`config.mk`:
```
export PLATFORM = sky130hd
export DESIGN_NAME = key_arbiter_flat
export DESIGN_NICKNAME = d
export VERILOG_FILES = /design/src/rtl/key_arbiter_if.sv /design/src/rtl/key_arbiter.sv /design/src/flat_wrapper.sv
export SDC_FILE = /design/constraint.sdc
export NUM_CORES = 1
export LEC_CHECK = 0
export ABC_AREA = 1
export CORE_UTILIZATION = 40
export CTS_CLUSTER_DIAMETER = 120
export DETAILED_ROUTE_END_ITERATION = 8
export SLEW_MARGIN = 20
export SYNTH_ARGS = -nofsm -noshare
export SYNTH_HDL_FRONTEND = slang
export SYNTH_SLANG_ARGS = --single-unit
```
`constraint.sdc`:
```
create_clock -name clk -period 3.5 [get_ports clk]
set_input_delay 0.35 -clock clk [delete_from_list [all_inputs] [get_ports clk]]
set_output_delay 0.35 -clock clk [all_outputs]
set_load 0.05 [all_outputs]
```
`src/rtl/key_arbiter_if.sv`:
```
// ---------------------------------------------------------------------------
// key_arbiter_if
// Bundle between the 10-key arbiter and its surroundings.
//   key   : raw active-high key lines 0..9 (asynchronous to the arbiter clock)
//   ack   : consumer accepts the presented digit (only honoured while valid=1)
//   gnt   : one-hot grant, feeds the decimal-to-binary encoder inputs d0..d9
//   code  : binary code of the granted digit (0..9)
//   valid : gnt/code hold an accepted digit
//   multi : more than one key was down when the current winner was picked
//   busy  : arbiter is not idle
// master = keypad/consumer side, slave = arbiter side.
// ---------------------------------------------------------------------------
interface key_arbiter_if;
    logic [9:0] key;
    logic       ack;
    logic [9:0] gnt;
    logic [3:0] code;
    logic       valid;
    logic       multi;
    logic       busy;

    modport master (
        output key,
        output ack,
        input  gnt,
        input  code,
        input  valid,
        input  multi,
        input  busy
    );

    modport slave (
        input  key,
        input  ack,
        output gnt,
        output code,
        output valid,
        output multi,
        output busy
    );
endinterface

```
`src/rtl/key_arbiter.sv`:
```
// ---------------------------------------------------------------------------
// key_arbiter
// Debouncing, round-robin arbiter for ten decimal keys. A pressed key is
// synchronized, debounced for DEB_N cycles, then presented as a one-hot grant
// plus binary code until acknowledged. The key must then be released for
// DEB_N consecutive cycles before a new press is considered.
// Ports:
//   clk   : rising-edge clock for all state
//   rst_n : asynchronous active-low reset
//   bus   : key_arbiter_if.slave (key, ack in; gnt, code, valid, multi, busy out)
// Parameter:
//   DEB_N : debounce length in clock cycles, legal range 1..15
// ---------------------------------------------------------------------------
module key_arbiter #(
    parameter int DEB_N = 4
) (
    input  logic          clk,
    input  logic          rst_n,
    key_arbiter_if.slave  bus
);

    localparam logic [3:0] CNT_LAST = 4'(DEB_N - 1);

    typedef enum logic [1:0] {
        IDLE     = 2'd0,
        DEBOUNCE = 2'd1,
        HOLD     = 2'd2,
        RELEASE  = 2'd3
    } state_t;

    state_t     state_reg, state_next;
    logic [9:0] key_meta_reg;
    logic [9:0] key_sync_reg;
    logic [3:0] cand_reg, cand_next;
    logic [3:0] ptr_reg, ptr_next;
    logic [3:0] cnt_reg, cnt_next;
    logic       multi_reg, multi_next;

    logic [9:0] cand_onehot;
    logic       cand_key;
    logic [9:0] key_rot;
    logic [3:0] scan_off;
    logic [4:0] scan_sum;
    logic [3:0] scan_pick;
    logic       valid;

    genvar gi;

    // One-hot copy of the candidate: used both to sample its synchronized key
    // and to drive the grant vector without an out-of-range index.
    generate
        for (gi = 0; gi < 10; gi++) begin : g_cand_dec
            assign cand_onehot[gi] = (cand_reg == 4'(gi));
        end
    endgenerate

    assign cand_key = |(key_sync_reg & cand_onehot);

    // Round-robin scan: rotate the synchronized keys so bit 0 corresponds to
    // ptr, take the lowest set bit, then map the offset back modulo 10.
    // ptr is always 0..9, so the doubled vector covers every rotation.
    always_comb begin
        key_rot  = 10'({key_sync_reg, key_sync_reg} >> ptr_reg);
        scan_off = 4'd0;
        for (int i = 9; i >= 0; i--) begin
            if (key_rot[i]) begin
                scan_off = 4'(i);
            end
        end
        scan_sum  = 5'(ptr_reg) + 5'(scan_off);
        scan_pick = (scan_sum >= 5'd10) ? 4'(scan_sum - 5'd10) : scan_sum[3:0];
    end

    // Two-flop synchronizer for the asynchronous key lines.
    always_ff @(posedge clk or negedge rst_n) begin
        if (!rst_n) begin
            key_meta_reg <= '0;
            key_sync_reg <= '0;
        end else begin
            key_meta_reg <= bus.key;
            key_sync_reg <= key_meta_reg;
        end
    end

    always_ff @(posedge clk or negedge rst_n) begin
        if (!rst_n) begin
            state_reg <= IDLE;
            cand_reg  <= '0;
            ptr_reg   <= '0;
            cnt_reg   <= '0;
            multi_reg <= 1'b0;
        end else begin
            state_reg <= state_next;
            cand_reg  <= cand_next;
            ptr_reg   <= ptr_next;
            cnt_reg   <= cnt_next;
            multi_reg <= multi_next;
        end
    end

    always_comb begin
        state_next = state_reg;
        cand_next  = cand_reg;
        ptr_next   = ptr_reg;
        cnt_next   = cnt_reg;
        multi_next = multi_reg;
        case (state_reg)
            IDLE: begin
                if (|key_sync_reg) begin
                    cand_next  = scan_pick;
                    // x & (x-1) clears the lowest set bit: nonzero means 2+ keys.
                    multi_next = |(key_sync_reg & (key_sync_reg - 10'd1));
                    cnt_next   = 4'd0;
                    state_next = DEBOUNCE;
                end
            end
            DEBOUNCE: begin
                if (!cand_key) begin
                    state_next = IDLE;
                end else if (cnt_reg == CNT_LAST) begin
                    state_next = HOLD;
                end else begin
                    cnt_next = cnt_reg + 4'd1;
                end
            end
            HOLD: begin
                if (bus.ack) begin
                    ptr_next   = (cand_reg == 4'd9) ? 4'd0 : cand_reg + 4'd1;
                    cnt_next   = 4'd0;
                    state_next = RELEASE;
                end
            end
            RELEASE: begin
                // Only the granted key matters here; any bounce back high
                // restarts the release window.
                if (cand_key) begin
                    cnt_next = 4'd0;
                end else begin
                    cnt_next = cnt_reg + 4'd1;
                    if (cnt_reg == CNT_LAST) begin
                        state_next = IDLE;
                    end
                end
            end
            default: begin
                state_next = IDLE;
            end
        endcase
    end

    // Outputs are decoded from registers only, so the asynchronous reset
    // clears them immediately.
    assign valid     = (state_reg == HOLD);
    assign bus.valid = valid;
    assign bus.busy  = (state_reg != IDLE);
    assign bus.code  = valid ? cand_reg : 4'd0;
    assign bus.multi = multi_reg;

    generate
        for (gi = 0; gi < 10; gi++) begin : g_gnt
            assign bus.gnt[gi] = valid & cand_onehot[gi];
        end
    endgenerate

endmodule

```
`src/flat_wrapper.sv`:
```
// flat-port wrapper written by rule: the top's interface ports become plain ports
module key_arbiter_flat 
#(
    parameter int DEB_N = 4
)
  (clk, rst_n, bus_key, bus_ack, bus_gnt, bus_code, bus_valid, bus_multi, bus_busy);
  key_arbiter_if bus_i ();
  input  logic clk;
  input  logic rst_n;
  input wire logic [$bits(bus_i.key)-1:0] bus_key;
  input wire logic [$bits(bus_i.ack)-1:0] bus_ack;
  output wire logic [$bits(bus_i.gnt)-1:0] bus_gnt;
  output wire logic [$bits(bus_i.code)-1:0] bus_code;
  output wire logic [$bits(bus_i.valid)-1:0] bus_valid;
  output wire logic [$bits(bus_i.multi)-1:0] bus_multi;
  output wire logic [$bits(bus_i.busy)-1:0] bus_busy;
  assign bus_i.key = bus_key;
  assign bus_i.ack = bus_ack;
  assign bus_gnt = bus_i.gnt;
  assign bus_code = bus_i.code;
  assign bus_valid = bus_i.valid;
  assign bus_multi = bus_i.multi;
  assign bus_busy = bus_i.busy;
  key_arbiter #(.DEB_N(DEB_N)) u_core (.clk(clk), .rst_n(rst_n), .bus(bus_i));
endmodule
```
==> notes.md <==
Implementation run completed; key figures follow.

Synthesis:
- The run gives the synthesis warning total as 0.
- The run puts the chip area from the yosys synthesis statistics at 0.00241 mm^2.
- In the synthesized netlist, the cells that appear most often are nand2_1 (96), inv_1 (39), nand3_1 (38).
- The synthesized netlist handed to floorplanning was reported with a cell count of 344.
- The run puts the synthesized netlist net count at 364.
- The run puts the area share of and-or/or-and cells after synthesis at 0.127.
- Per the synthesis report, the XOR/XNOR share of the synthesized area is 0.0145.

Global route:
- The initial antenna violation count is 0.
- The run gives the global-route wire length before repair as 9390 um.
- The run puts the pin count of the biggest net entering global routing at 36.

Run status:
- The run finished with clean final reports.

Place:
- The placement summary gives the final routability congestion estimate as 0.827.

Die:
- From left edge to right edge, the die measures 79.7 um.
- The run gives the floorplan utilization as 0.425.

Cells and area:
- The run gives the number of logic gates as 256.
- The run puts the number of diodes at 0.
- The finished cells cover 0.00297 mm^2.
- After layout, the buffer instance count without clock buffers stands at 40.

STA:
- The run gives the fmax as 0.303 GHz.
- The run gives the worst hold slack as 0.351 ns.

Routing:
- The run gives the remaining number of nets flagged by the antenna check after routing as 0.
- The highest layer touched by signal routing is met4.
- For this run, the detailed router's first-pass iteration total came to 4.
- The run gives the per-cell routed wire length as 12.5 um.
- The run puts the routed length on met1 at 2740 um.

Min path:
- The run gives the start point of the worst hold path as u_core.key_meta_reg[8]$_DFF_PN0_.
- The run gives the worst-case hold path end point as u_core.key_sync_reg[8]$_DFF_PN0_.

Critical path:
- The run gives the library cell contributing the largest single delay on the critical path as dfrtp_2.
- According to the timing report, the critical path is captured at u_core.cand_reg[3]$_DFFE_PN0P_.
- The run puts the required time reported for the critical path endpoint at 3.67 ns.
- The worst setup path is captured at a flip-flop.
- The worst setup path is launched from a flip-flop.

Pwr:
- The run puts the power density normalized to cell area at 955 mW/mm^2.

Clock tree:
- CTS added clock buffers totalling 5.
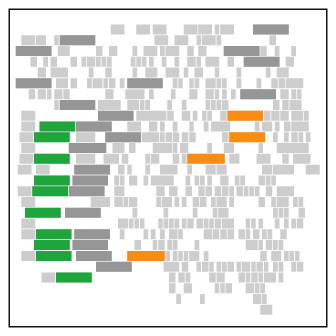
**Above:** register map, names as in the netlist.
Other sequential cells in the stronger grey, the rest of the logic in the fainter grey.
colour	name in the netlist	sequential cells
green	u_core.key_meta_reg	10
orange	u_core.ptr_reg	4
not coloured	21
final core utilization: 0.523
sequential fraction of total cell area: 0.296
Seq. pwr: 597 uW
flip-flop and latch area: 880 um^2

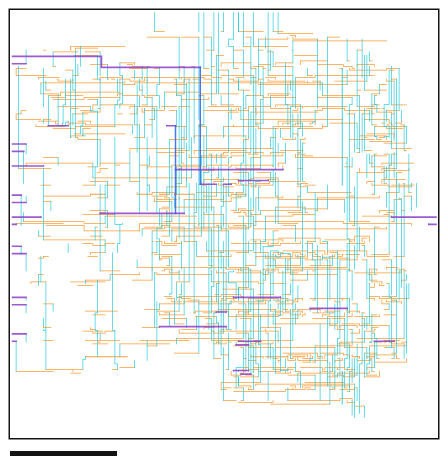
**Above:** routed metal, one colour a layer.
Bar = 20 um.
colour	layer	wire length
purple	M3	177 um
orange	M1	2,740 um
cyan	M2	2,760 um
blue	M4	38.1 um
drt total wl: 5710 um
count of vias placed by the detailed router: 2,294
GRT Overall Usage: 0.191

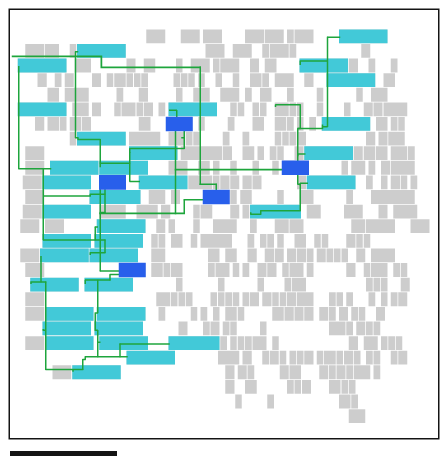
**Above:** clock distribution.
Bar = 20 um.
[cyan] flip-flops | count: 35
[blue] clock-net drivers | count: 5
[green] clock wires | length: 444 um
flops lie	widely spread
routed clock nets	6
final worst clock skew: 0.00319 ns
power drawn by the clock network: 309 uW
Clock power frac: 0.109
Latency at later pin: 0.29 ns

Power and IR drop assume default switching activity.
